File: src/rtl/dfu_tile_sched.sv
// Tile-level read scheduler: per GEMM tile, issues diagonally skewed A/B SRAM reads
// and one mux streaming window, then waits for the systolic array to drain.
module dfu_tile_sched #(
   parameter int no_of_sram_banks = 4,
   parameter int ROW              = 4,
   parameter int El_RC            = 4,
   parameter int ADDR_W           = 10,
   parameter int TILE_W           = 8,
   parameter int DRAIN_CYC        = 8
) (
   input  logic                               clk,
   input  logic                               rst,
   input  logic                               cfg_start,
   input  logic [TILE_W-1:0]                  cfg_num_tiles,
   input  logic [ADDR_W-1:0]                  cfg_base_a,
   input  logic [ADDR_W-1:0]                  cfg_base_b,
   input  logic [ADDR_W-1:0]                  cfg_tile_stride,
   input  logic                               sys2dfu_ready,
   output logic                               dfu2mux_rd_en,
   output logic [no_of_sram_banks-1:0]        sram_a_rd_en,
   output logic [no_of_sram_banks-1:0]        sram_b_rd_en,
   output logic [ADDR_W*no_of_sram_banks-1:0] sram_a_addr,
   output logic [ADDR_W*no_of_sram_banks-1:0] sram_b_addr,
   output logic                               sched_busy,
   output logic                               sched_done,
   output logic [TILE_W-1:0]                  tile_idx
);

   localparam int STREAM_LEN = El_RC + ROW - 1;
   localparam int CNT_W      = $clog2(STREAM_LEN + 1);
   localparam int DRN_W      = $clog2(DRAIN_CYC + 1);
   localparam logic [CNT_W-1:0] CNT_LAST = CNT_W'(STREAM_LEN - 1);
   localparam logic [DRN_W-1:0] DRN_LAST = DRN_W'(DRAIN_CYC - 1);

   localparam logic [2:0] S_IDLE   = 3'd0;
   localparam logic [2:0] S_LOAD   = 3'd1;
   localparam logic [2:0] S_STREAM = 3'd2;
   localparam logic [2:0] S_DRAIN  = 3'd3;
   localparam logic [2:0] S_DONE   = 3'd4;

   logic [2:0]        r_state;
   logic [CNT_W-1:0]  r_cnt;
   logic [DRN_W-1:0]  r_drain;
   logic [TILE_W-1:0] r_tile_idx;
   logic [TILE_W-1:0] r_num_tiles;
   logic [ADDR_W-1:0] r_tile_base_a;
   logic [ADDR_W-1:0] r_tile_base_b;
   logic [ADDR_W-1:0] r_stride;
   logic [TILE_W-1:0] w_tile_next;

   assign w_tile_next = r_tile_idx + TILE_W'(1);
   assign tile_idx    = r_tile_idx;

   // Tile bases advance by the stride on each new tile instead of multiplying tile_idx*stride.
   always_ff @(posedge clk or negedge rst) begin
      if (!rst) begin
         r_state       <= S_IDLE;
         r_cnt         <= '0;
         r_drain       <= '0;
         r_tile_idx    <= '0;
         r_num_tiles   <= '0;
         r_tile_base_a <= '0;
         r_tile_base_b <= '0;
         r_stride      <= '0;
      end else begin
         case (r_state)
            S_IDLE: begin
               if (cfg_start) begin
                  r_num_tiles   <= cfg_num_tiles;
                  r_tile_base_a <= cfg_base_a;
                  r_tile_base_b <= cfg_base_b;
                  r_stride      <= cfg_tile_stride;
                  r_tile_idx    <= '0;
                  r_cnt         <= '0;
                  r_drain       <= '0;
                  r_state       <= (cfg_num_tiles == '0) ? S_DONE : S_LOAD;
               end
            end
            S_LOAD: begin
               if (sys2dfu_ready) begin
                  r_cnt   <= '0;
                  r_state <= S_STREAM;
               end
            end
            S_STREAM: begin
               if (r_cnt == CNT_LAST) begin
                  r_drain <= '0;
                  r_state <= S_DRAIN;
               end else begin
                  r_cnt <= r_cnt + CNT_W'(1);
               end
            end
            S_DRAIN: begin
               if (r_drain == DRN_LAST) begin
                  if (w_tile_next == r_num_tiles) begin
                     r_state <= S_DONE;
                  end else begin
                     r_tile_idx    <= w_tile_next;
                     r_tile_base_a <= r_tile_base_a + r_stride;
                     r_tile_base_b <= r_tile_base_b + r_stride;
                     r_state       <= S_LOAD;
                  end
               end else begin
                  r_drain <= r_drain + DRN_W'(1);
               end
            end
            S_DONE:  r_state <= S_IDLE;
            default: r_state <= S_IDLE;
         endcase
      end
   end

   // Outputs decode only registered state, so reset clears them without waiting for a clock.
   always_comb begin
      sched_busy    = (r_state != S_IDLE);
      sched_done    = (r_state == S_DONE);
      dfu2mux_rd_en = (r_state == S_STREAM);
      sram_a_rd_en  = '0;
      sram_b_rd_en  = '0;
      sram_a_addr   = '0;
      sram_b_addr   = '0;
      for (int i = 0; i < ROW; i++) begin
         if ((r_state == S_STREAM) && (int'(r_cnt) >= i) && (int'(r_cnt) < El_RC + i)) begin
            sram_a_rd_en[i]                 = 1'b1;
            sram_b_rd_en[i]                 = 1'b1;
            sram_a_addr[i*ADDR_W +: ADDR_W] = r_tile_base_a + ADDR_W'(int'(r_cnt) - i);
            sram_b_addr[i*ADDR_W +: ADDR_W] = r_tile_base_b + ADDR_W'(int'(r_cnt) - i);
         end
      end
   end

endmodule
File: config.mk
export PLATFORM = sky130hd
export DESIGN_NAME = dfu_tile_sched
export DESIGN_NICKNAME = d
export VERILOG_FILES = /design/src/rtl/dfu_tile_sched.sv
export SDC_FILE = /design/constraint.sdc
export NUM_CORES = 1
export LEC_CHECK = 0
export ABC_AREA = 1
export CORE_UTILIZATION = 33
export DETAILED_ROUTE_END_ITERATION = 8
export PLACE_DENSITY = 0.62
export SLEW_MARGIN = 20
export SYNTH_ARGS = -nofsm -noshare
export SYNTH_HDL_FRONTEND = slang
export SYNTH_SLANG_ARGS = --single-unit
File: constraint.sdc
create_clock -name clk -period 5 [get_ports clk]
set_input_delay 0.75 -clock clk [delete_from_list [all_inputs] [get_ports clk]]
set_output_delay 0.75 -clock clk [all_outputs]
set_load 0.03 [all_outputs]
Run 1, M2 wires:
(3 px per um)
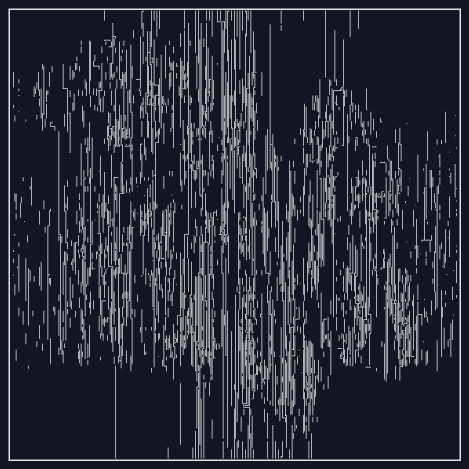
longest straight run: 55.1 um
wire length on this layer: 10,400 um
nets with wire on the layer: 1,057
share of all routed wire: 46%
main direction: vertical

Run 1, placed standard cells:
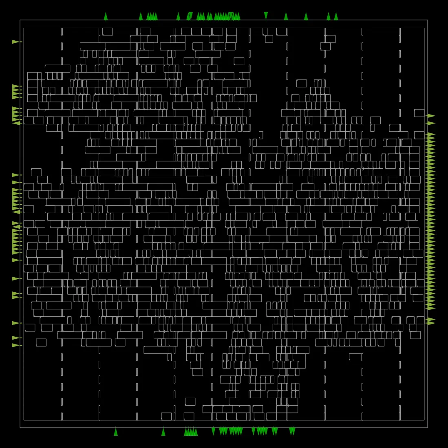
non-filler cells in the finished layout: 1,472
fin util: 42.09%

Run 1, pin placement:
(3 px per um) Pins as bars across the die edge, other pins in grey.
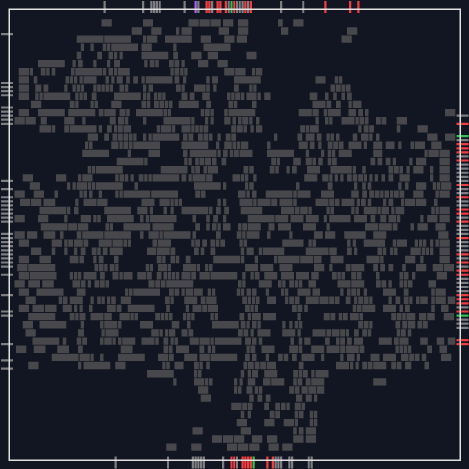
legend:
  sram_a_rd_en:
    colour: green
    pins: 4
    direction: output
    edge: 2 east, 1 north, 1 south
  sram_b_addr:
    colour: red
    pins: 40
    direction: output
    edge: 21 east, 11 north, 8 south
  sched_busy:
    colour: purple
    pins: 1
    direction: output
    edge: north
die width: 149.8 um
die height: 149.8 um
PortBufs: 140

==> results.py, run 1 <==
# Metrics from the implementation run
metrics = {
    "grt": {
        "use_met3_pct": 2.195,
        "grt_busiest_layer": "met2",
        "grt_util_all_layers_pct": 20.31,
        "use_met2_pct": 33.59,
        "grt_max_degree": 57,
    },
    "timing": {
        "fin_worst_skew_ns": 0.005882,
        "slew_headroom_pct": 37.96,
        "finalCriticalPeriod_ns": 4.454,
        "max_freq_mhz": 224.5,
        "tightest_slew_ns": 0.9284,
        "finalClockPeriodUsage_pct": 89.08,
        "setup_viol": 0,
    },
    "worst_setup_path": {
        "worst_ep_required_time_ns": 4.25,
        "crit_path_end": "sram_b_addr[14]",
        "critical_path_depth": 9,
        "end_kind": "output port",
        "crit_arrival_ns": 3.70,
        "cpPeakStageDelay_ns": 0.69,
        "cp_slowest_cell": "clkdlybuf4s50_1",
        "crit_top_cell": "ha_1",
        "critical_path_class": "flop to output port",
        "worstRegToRegCells": 12,
        "critical_path_buf_inv_count": 3,
        "path_cells": "inv_1 -> ha_1 -> a21boi_0 -> buf_4 -> ha_1 -> o21ai_0 -> a21oi_1 -> nor2_1 -> clkdlybuf4s50_1",
        "r2r_slack_ns": 2.35,
    },
    "clock_tree": {
        "clock_latency_ns": 0.30,
        "clockBufferDepth": 2,
        "clock-sinks": 56,
        "numCtsBuffers": 5,
        "cts_setup_buffers": 0,
        "cts_resized": 0,
    },
    "flow_run": {
        "warning_count": 38,
        "maxCapViolations": 0,
    },
    "pwr": {
        "p_comb_mw": 5.39,
        "swShare_pct": 58.92,
        "power_density_mw_per_mm2": 766.4,
        "maxPowerGroup": "combinational logic",
        "cell_internal_pwr_mw": 2.811,
        "clock_power_share_pct": 5.5,
        "pwr-share-seq_pct": 15.8,
    },
    "layout": {
        "comb_area_sq_mm": 0.005096,
        "ff_count": 56,
        "lay_top_count": "nand2_1",
        "num-clock-buffers": 5,
        "clock_area_share_pct": 1.653,
        "nNonClkBuffers": 148,
        "area.growth.synth_to_final_pct": 23.90,
        "regArea_sq_mm": 0.001401,
        "lay_top_cells": "nand2_1 (245), inv_1 (131), clkdlybuf4s50_1 (129)",
        "buf_share_pct": 16.03,
        "nets": 1333,
    },
    "placed_design": {
        "dp_slack_ns": 0.9017,
        "dp_cells": 1464,
        "place_area_sq_mm": 0.008783,
    },
    "logic_synthesis": {
        "yosysWarnings": 0,
        "yosys.area_share.simple_pct": 30.43,
        "yosys.area.top_type_share_pct": 19.44,
        "synthMuxAreaShare_pct": 1.718,
        "adder_share_pct": 17.53,
        "async_flop_share_pct": 100.0,
        "xor_share_pct": 3.281,
    },
    "route": {
        "top_layer": "met4",
        "met2_length_um": 10400,
        "vias": 7483,
        "drtIter0Drc": 373,
        "routed-wl-met3_um": 1272,
        "route.detailed.drc": 0,
        "first_pass_iters": 5,
        "routed_wl_um": 22690,
    },
    "floorplan": {
        "fp_util_pct": 33.97,
        "core_sq_mm": 0.02122,
        "die_area_sq_mm": 0.02244,
        "rows": 53,
    },
    "run_status": {
        "outcome": "complete, no violations",
    },
    "worst_hold_path": {
        "worstHoldStart": "r_drain[3]",
        "min_path_cells": 1,
    },
}
==> run 1 -> run 2 <==
Clock period 5 ns to 5.73 ns, I/O delays scaled along.
Run 2, wiring by layer:
(2 px per um) Two of the layers only.
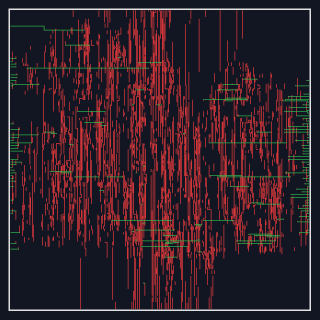
legend:
  M3:
    colour: green
    wire_length: 984 um
  M2:
    colour: red
    wire_length: 10,400 um

==> run 2 against run 1 <==
Effect of this change: count of clock-buffer cells in the layout up 1; register-to-register slack better by 0.77 ns; critical path depth up 3; cell area about the same; power down 13%; wire length down 1.3%; clock skew about the same; largest power group unchanged.
==> results.py, run 2 <==
# Metrics from the implementation run
metrics = {
    "placed_design": {
        "dp_cells": 1461,
        "dp_slack_ns": 1.067,
        "place_area_sq_mm": 0.008786,
        "numPortBuffers": 140,
    },
    "route": {
        "top_layer": "met4",
        "met2_length_um": 10440,
        "drtIter0Drc": 395,
        "wl_per_cell_um": 15.26,
        "antenna_left": 0,
        "first_pass_iters": 5,
        "routed-wl-met3_um": 983,
        "route.detailed.drc": 0,
    },
    "layout": {
        "ff_count": 56,
        "regArea_sq_mm": 0.001401,
        "lay_top_count": "nand2_1",
        "clock_area_share_pct": 1.541,
        "buf_share_pct": 16.06,
        "fin_area_sq_mm": 0.008930,
        "nNonClkBuffers": 145,
        "logic_gate_count": 849,
        "final_core_util_pct": 42.08,
        "num-clock-buffers": 6,
        "lay_top_cells": "nand2_1 (245), clkdlybuf4s50_1 (139), inv_1 (131)",
        "stdcell_count": 1468,
        "comb_area_sq_mm": 0.005102,
        "area.growth.synth_to_final_pct": 23.88,
        "nets": 1330,
        "inverters": 136,
    },
    "logic_synthesis": {
        "adder_share_pct": 17.53,
        "async_flop_share_pct": 100.0,
        "synthMuxAreaShare_pct": 1.718,
        "yosysWarnings": 0,
        "yosys.area_share.simple_pct": 30.43,
        "xor_share_pct": 3.281,
        "yosys.area.top_type_share_pct": 19.44,
        "synth_compound_gate_area_share_pct": 17.74,
        "synthesis.nets": 1205,
        "syn_area_per_cell_sq_um": 6.749,
    },
    "pwr": {
        "clk-power_uw": 315,
        "clock_power_share_pct": 5.3,
        "maxPowerGroup": "combinational logic",
        "pwr-share-seq_pct": 15.9,
        "vdd_drop_max_v": 0.0002344,
        "p_comb_mw": 4.68,
        "power_density_mw_per_mm2": 665.1,
        "swShare_pct": 58.71,
        "cell_internal_pwr_mw": 2.452,
    },
    "floorplan": {
        "die_width_um": 149.8,
        "die_area_sq_mm": 0.02244,
        "rows": 53,
        "core_sq_mm": 0.02122,
        "fp_util_pct": 33.97,
    },
    "timing": {
        "slew_headroom_pct": 37.85,
        "finalClockPeriodUsage_pct": 87.17,
        "setup_viol": 0,
        "tightest_slew_ns": 0.9300,
        "fin_worst_skew_ns": 0.005736,
        "finalCriticalPeriod_ns": 4.995,
        "max_freq_mhz": 200.2,
    },
    "grt": {
        "use_met3_pct": 1.402,
        "grt_util_all_layers_pct": 20.16,
        "grt_busiest_layer": "met2",
        "grt_max_degree": 57,
    },
    "run_status": {
        "outcome": "complete, no violations",
    },
    "worst_setup_path": {
        "crit_arrival_ns": 4.14,
        "end_kind": "output port",
        "path_max_fanout": 16,
        "cp_slowest_cell": "clkdlybuf4s50_1",
        "path_cells": "inv_1 -> ha_1 -> a21boi_0 -> buf_4 -> ha_1 -> nand2_1 -> o21ai_0 -> a21oi_1 -> o21bai_1 -> o21ai_0 -> a21oi_1 -> clkdlybuf4s50_1",
        "reg2reg_to": "r_tile_base_a[0]",
        "critical_path_depth": 12,
        "crit_path_end": "sram_b_addr[17]",
        "worstRegToRegCells": 8,
        "critical_path_class": "flop to output port",
        "worst_ep_required_time_ns": 4.87,
        "cpPeakStageDelay_ns": 0.68,
    },
    "flow_run": {
        "warning_count": 38,
        "maxCapViolations": 0,
    },
    "clock_tree": {
        "cts_setup_buffers": 0,
        "cts_resized": 0,
        "clock-sinks": 56,
        "clock_latency_ns": 0.30,
        "clockBufferDepth": 2,
        "numCtsBuffers": 5,
    },
    "worst_hold_path": {
        "min_path_cells": 1,
        "worstHoldStart": "r_drain[3]",
    },
}
Run 2, M2 wires:
(3 px per um)
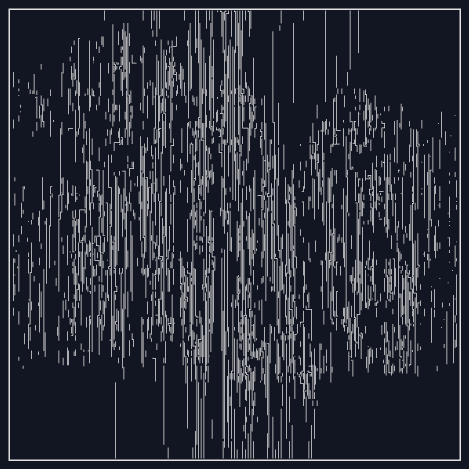
nets with wire on the layer: 1,041
longest straight run: 66.0 um
share of all routed wire: 47%
final wirelength: 22,400 um
DR vias: 7,461
met2 Track Usage GR: 34.61%

Power and IR drop assume default switching activity.
